===== config.mk =====
export PLATFORM = sky130hd
export DESIGN_NAME = fetch_unit_flat
export DESIGN_NICKNAME = d
export VERILOG_FILES = /design/src/rtl/fetch_unit_if.sv /design/src/rtl/fetch_unit.sv /design/src/flat_wrapper.sv
export SDC_FILE = /design/constraint.sdc
export NUM_CORES = 1
export LEC_CHECK = 0
export ABC_CLOCK_PERIOD_IN_PS = 3820
export CAP_MARGIN = 15
export CORE_ASPECT_RATIO = 2
export CORE_MARGIN = 3
export CORE_UTILIZATION = 35
export CTS_BUF_LIST = sky130_fd_sc_hd__clkbuf_4 sky130_fd_sc_hd__clkbuf_8
export CTS_CLUSTER_DIAMETER = 150
export DETAILED_ROUTE_END_ITERATION = 10
export PLACE_DENSITY_LB_ADDON = 0.15
export RECOVER_POWER = 50
export SLEW_MARGIN = 15
export SYNTH_ARGS = -nofsm -noshare
export SYNTH_HDL_FRONTEND = slang
export SYNTH_SLANG_ARGS = --single-unit

===== constraint.sdc =====
create_clock -name clock -period 3.82 [get_ports clock]
set_input_delay 0.382 -clock clock [delete_from_list [all_inputs] [get_ports clock]]
set_output_delay 0.382 -clock clock [all_outputs]
set_load 0.005 [all_outputs]

===== src/rtl/fetch_unit_if.sv =====
// Fetch-stage bus bundle: memory read port toward `memory` and the
// instruction handshake toward decode.
interface fetch_unit_if;
   logic [31:0] mem_address;
   logic [1:0]  mem_access_size;
   logic        mem_rw;
   logic        mem_enable;
   logic        mem_busy;
   logic [31:0] mem_data_out;
   logic [31:0] insn;
   logic [31:0] insn_pc;
   logic        insn_valid;
   logic        insn_ready;

   modport master (
      output mem_address, mem_access_size, mem_rw, mem_enable,
      input  mem_busy, mem_data_out,
      output insn, insn_pc, insn_valid,
      input  insn_ready
   );

   modport slave (
      input  mem_address, mem_access_size, mem_rw, mem_enable,
      output mem_busy, mem_data_out,
      input  insn, insn_pc, insn_valid,
      output insn_ready
   );
endinterface


===== src/rtl/fetch_unit.sv =====
// Instruction fetch stage: walks a word-aligned PC, issues single-word reads,
// and hands each returned word to decode over a valid/ready handshake.
module fetch_unit #(
   parameter logic [31:0] START_ADDR = 32'h8002_0000,
   parameter int unsigned MEM_DEPTH  = 1048576
) (
   input  logic         clock,
   input  logic         reset_n,
   input  logic         start,
   input  logic [31:0]  insn_count,
   input  logic         redirect,
   input  logic [31:0]  redirect_pc,
   fetch_unit_if.master bus,
   output logic         done,
   output logic         error
);

   typedef enum logic [2:0] {IDLE, REQ, RESP, HOLD, DONE} state_t;

   localparam logic [31:0] LAST_OFFSET = 32'(MEM_DEPTH - 32'd4);

   state_t      state, state_d;
   logic [31:0] pc, pc_d;
   logic [31:0] remaining, remaining_d;
   logic [31:0] insn_q, insn_d;
   logic [31:0] insn_pc_q, insn_pc_d;
   logic        valid_q, valid_d;
   logic        done_d, error_d;
   logic        mem_en;
   logic        pc_in_range;
   logic [31:0] redirect_target;

   // Unsigned offset compare also rejects PCs below the window (they wrap high).
   assign pc_in_range     = (pc - START_ADDR) <= LAST_OFFSET;
   assign redirect_target = redirect_pc & 32'hFFFF_FFFC;

   always_ff @(posedge clock or negedge reset_n) begin
      if (!reset_n) begin
         state     <= IDLE;
         pc        <= START_ADDR;
         remaining <= '0;
         insn_q    <= '0;
         insn_pc_q <= '0;
         valid_q   <= 1'b0;
         done      <= 1'b0;
         error     <= 1'b0;
      end else begin
         state     <= state_d;
         pc        <= pc_d;
         remaining <= remaining_d;
         insn_q    <= insn_d;
         insn_pc_q <= insn_pc_d;
         valid_q   <= valid_d;
         done      <= done_d;
         error     <= error_d;
      end
   end

   always_comb begin
      state_d     = state;
      pc_d        = pc;
      remaining_d = remaining;
      insn_d      = insn_q;
      insn_pc_d   = insn_pc_q;
      valid_d     = valid_q;
      done_d      = done;
      error_d     = error;
      mem_en      = 1'b0;

      // Redirect outranks busy, ready and the range check, so no request
      // is ever presented in a redirect cycle.
      if (redirect && (state == REQ || state == RESP || state == HOLD)) begin
         pc_d    = redirect_target;
         valid_d = 1'b0;
         state_d = REQ;
      end else begin
         case (state)
            IDLE, DONE: begin
               if (start) begin
                  pc_d        = START_ADDR;
                  remaining_d = insn_count;
                  error_d     = 1'b0;
                  done_d      = (insn_count == '0);
                  state_d     = (insn_count == '0) ? DONE : REQ;
               end
            end
            REQ: begin
               if (!pc_in_range) begin
                  error_d = 1'b1;
                  done_d  = 1'b1;
                  state_d = DONE;
               end else begin
                  mem_en = 1'b1;
                  if (!bus.mem_busy) state_d = RESP;
               end
            end
            RESP: begin
               insn_d    = bus.mem_data_out;
               insn_pc_d = pc;
               valid_d   = 1'b1;
               pc_d      = pc + 32'd4;
               if (remaining != '0) remaining_d = remaining - 32'd1;
               state_d   = HOLD;
            end
            HOLD: begin
               if (bus.insn_ready) begin
                  valid_d = 1'b0;
                  if (remaining == '0) begin
                     done_d  = 1'b1;
                     state_d = DONE;
                  end else begin
                     state_d = REQ;
                  end
               end
            end
            default: state_d = IDLE;
         endcase
      end
   end

   assign bus.mem_address     = pc;
   assign bus.mem_access_size = 2'b00;
   assign bus.mem_rw          = 1'b1;
   assign bus.mem_enable      = mem_en;
   assign bus.insn            = insn_q;
   assign bus.insn_pc         = insn_pc_q;
   assign bus.insn_valid      = valid_q;

endmodule


===== src/flat_wrapper.sv =====
// flat-port wrapper written by rule: the top's interface ports become plain ports
module fetch_unit_flat 
#(
   parameter logic [31:0] START_ADDR = 32'h8002_0000,
   parameter int unsigned MEM_DEPTH  = 1048576
)
  (clock, reset_n, start, insn_count, redirect, redirect_pc, done, error, bus_mem_address, bus_mem_access_size, bus_mem_rw, bus_mem_enable, bus_mem_busy, bus_mem_data_out, bus_insn, bus_insn_pc, bus_insn_valid, bus_insn_ready);
  fetch_unit_if bus_i ();
  input  logic clock;
  input  logic reset_n;
  input  logic start;
  input  logic [31:0] insn_count;
  input  logic redirect;
  input  logic [31:0] redirect_pc;
  output logic done;
  output logic error;
  output wire logic [$bits(bus_i.mem_address)-1:0] bus_mem_address;
  output wire logic [$bits(bus_i.mem_access_size)-1:0] bus_mem_access_size;
  output wire logic [$bits(bus_i.mem_rw)-1:0] bus_mem_rw;
  output wire logic [$bits(bus_i.mem_enable)-1:0] bus_mem_enable;
  input wire logic [$bits(bus_i.mem_busy)-1:0] bus_mem_busy;
  input wire logic [$bits(bus_i.mem_data_out)-1:0] bus_mem_data_out;
  output wire logic [$bits(bus_i.insn)-1:0] bus_insn;
  output wire logic [$bits(bus_i.insn_pc)-1:0] bus_insn_pc;
  output wire logic [$bits(bus_i.insn_valid)-1:0] bus_insn_valid;
  input wire logic [$bits(bus_i.insn_ready)-1:0] bus_insn_ready;
  assign bus_mem_address = bus_i.mem_address;
  assign bus_mem_access_size = bus_i.mem_access_size;
  assign bus_mem_rw = bus_i.mem_rw;
  assign bus_mem_enable = bus_i.mem_enable;
  assign bus_i.mem_busy = bus_mem_busy;
  assign bus_i.mem_data_out = bus_mem_data_out;
  assign bus_insn = bus_i.insn;
  assign bus_insn_pc = bus_i.insn_pc;
  assign bus_insn_valid = bus_i.insn_valid;
  assign bus_i.insn_ready = bus_insn_ready;
  fetch_unit #(.START_ADDR(START_ADDR), .MEM_DEPTH(MEM_DEPTH)) u_core (.clock(clock), .reset_n(reset_n), .start(start), .insn_count(insn_count), .redirect(redirect), .redirect_pc(redirect_pc), .bus(bus_i), .done(done), .error(error));
endmodule

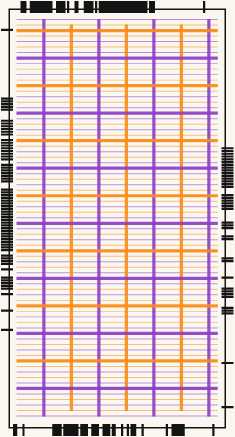
**Above:** supply network.
Pins as bars on the die edge.
- purple: VSS
- orange: VDD
- rows: 72
- met4 straps: 7
Core Region: 0.0195 sq mm
die span in y: 206 um

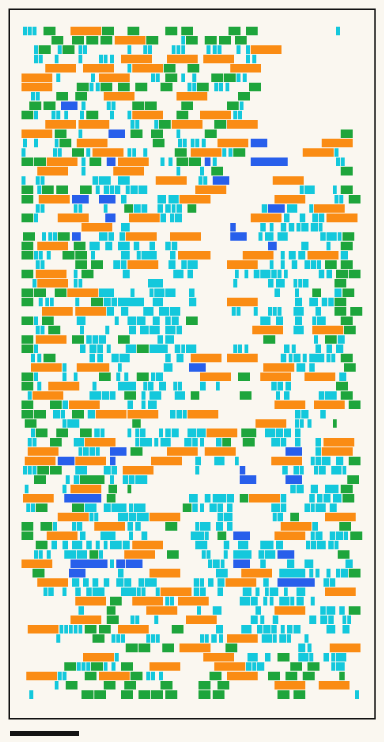
**Above:** cells colored by class.
The bar under the picture is 20 um long.
- green: remaining buffers and delay cells (cells 212; share of their area 22%)
- orange: sequential cells (cells 130; share of their area 35%)
- blue: clock drivers and dummy loads (cells 32; share of their area 4.8%)
- cyan: combinational and other logic (cells 661; share of their area 38%)
cell area after layout: 0.00959 sq mm
cell row count: 72
Seq area share: 34.0%

[state kept, by name (all words and copies together) (netlist names)]
register                cells
u_core.bus.insn_pc         30
u_core.state                3
u_core.bus.insn_valid       1
u_core.bus.insn            32
u_core.bus.mem_address     30
u_core.done                 1
u_core.remaining           32
u_core.error                1
[routing by layer]
metal | wire (um) | GRT usage (%) | vias to the layer above
li1 | - | - | 3330
met1 | 8480 | 24.0 | 3237
met2 | 12600 | 39.5 | 188
met3 | 1280 | 5.63 | 37
met4 | 609 | 8.48 | 0
met5 | 0 | 0 | -
[worst min-delay path, stage by stage]
cell and delay, ns:
sky130_fd_sc_hd__clkdlybuf4s50_1 0.40, sky130_fd_sc_hd__inv_1 0.05, sky130_fd_sc_hd__a21oi_1 0.05
==> Flow_metrics.wiki <==
== Run summary ==
{| class="wikitable"
! Metric !! Value
|-
| Startpoint of the lowest-slack hold path || redirect_pc[17]
|-
| Logic depth of the worst register-to-register path || 10
|-
| Flops out of synthesis || 130
|-
| Layout cell share with drive strength beyond 1 || 6.67%
|-
| Count of warnings emitted by yosys || 0
|-
| Count of sequential standard cells || 130
|-
| Fmax || 0.306 GHz
|-
| Biggest cell category by area in the final layout || logic gates
|-
| Vias || 6,792
|-
| Buffers from clock root to sink, at most || 2
|-
| Area leader share || 45.8%
|-
| Worst rel slew slack || -69.3%
|-
| Worst min-delay path category || in -> reg
|-
| Total combinational power || 2290 uW
|-
| Router iterations before antenna repair || 5
|-
| Top cells by area in the synthesized netlist || sky130_fd_sc_hd__dfrtp_1, sky130_fd_sc_hd__nand2_1, sky130_fd_sc_hd__o21ai_0
|-
| Post-synth cell types || 68
|-
| Reg power frac || 42.4%
|-
| Average footprint of a synthesized cell || 8.23 sq um
|-
| Post-synthesis instance area || 0.00700 sq mm
|-
| Number of hold violations in the final report || 0
|-
| Setup Slack @ Placement || 0.510 ns
|-
| Antenna violations before repair || 0
|-
| Simple-gate portion of the synthesized area || 27.8%
|-
| Pwr/cell area || 656 mW/mm^2
|-
| Setup slack after layout || 0.554 ns
|-
| Kind of cell adding the most delay to the critical path || simple AND/OR/NAND/NOR gates
|-
| Top Ports || 205
|-
| CTS clk-pin slew, worst paths || 0.08 ns
|-
| Vias per std cell || 5.25
|-
| Hold buffers post-CTS || 0
|-
| Worst Path Arrival || 2.88 ns
|-
| Yosys Chip Area || 0.00700 sq mm
|-
| Element type at the critical path end || primary output
|-
| # diodes || 0
|-
| Transition time at the pin with the least slew margin || 2.54 ns
|-
| Maximum resistive drop on vdd || 0.358 mV
|-
| Placed inst area || 0.00915 sq mm
|-
| Residual antenna-violating net count after detailed routing || 0
|-
| Most frequent standard cell in the layout excluding fill and tap cells || sky130_fd_sc_hd__nand2_1
|-
| Accumulated negative setup slack || 0 ns
|-
| Net Sw Frac || 37.0%
|-
| Number of nets at the end of the flow || 1,129
|-
| Final Cycle Share || 85.5%
|-
| Average wire length per cell after detail routing || 17.7 um
|-
| Ranking of synthesized cells by instance count || sky130_fd_sc_hd__nand2_1, sky130_fd_sc_hd__dfrtp_1, sky130_fd_sc_hd__nor2_1
|-
| Number of buffer and inverter instances along the worst setup path || 2
|-
| Number of stages on the worst hold path || 3
|-
| Status || finished with violations
|-
| H-tree depth || 4
|-
| Worst Hold End || u_core.bus.mem_address[17]
|-
| Async SR Flop Fraction || 100%
|-
| Ordered list of cells on the worst path || inv_1 -> ha_2 -> o41ai_1 -> nor4b_1 -> o21ai_0 -> or2_1 -> nor3_1 -> dlymetal6s2s_1
|-
| Number of input and output port buffers inserted || 195
|-
| Layout Cells excl Fill || 1,294
|-
| Max Cap Viol || 1
|-
| Initial DRC count || 293
|-
| Share of the core filled by cells before placement || 36.0%
|-
| Critical R2R Capture || u_core.remaining[9]
|-
| Slew Limit Fails || 98
|-
| Number of buffers outside the clock class in the layout || 212
|-
| Required time of the worst setup path || 3.44 ns
|-
| Total routing usage reported by global routing || 21.7%
|-
| Internal portion of total power || 3970 uW
|-
| CP startpoint kind || register
|-
| Final-layout clock-cell area share || 4.59%
|-
| Violations in the final reports || max-capacitance violations, max-slew violations
|-
| Worst-path fanout max || 8
|-
| Die width || 106 um
|-
| Clock network power share || 21.2%
|-
| RePlAce Congestion || 0.846
|-
| Drt total wl || 23,000 um
|-
| CP Depth || 8
|-
| Number of cell instances after yosys synthesis || 851
|-
| DPL Wire Length || 16,600 um
|-
| Crit-path slowest cell || sky130_fd_sc_hd__dfstp_2
|-
| Number of setup violations in the final report || 0
|-
| Worst hold margin || 0.437 ns
|-
| Placed Instances || 1,262
|-
| N_taps || 259
|-
| Commonest register cell after synthesis || sky130_fd_sc_hd__dfrtp_1
|-
| Setup CP Type || reg -> out
|-
| Total number of warnings across the stage logs || 30
|-
| Shortest period the worst path allows || 3.27 ns
|-
| Area growth from synthesis to layout || 37.0%
|-
| Number of clock-tree buffers in the layout || 22
|}
No activity file was given, so power comes from the tool's default toggle rates.
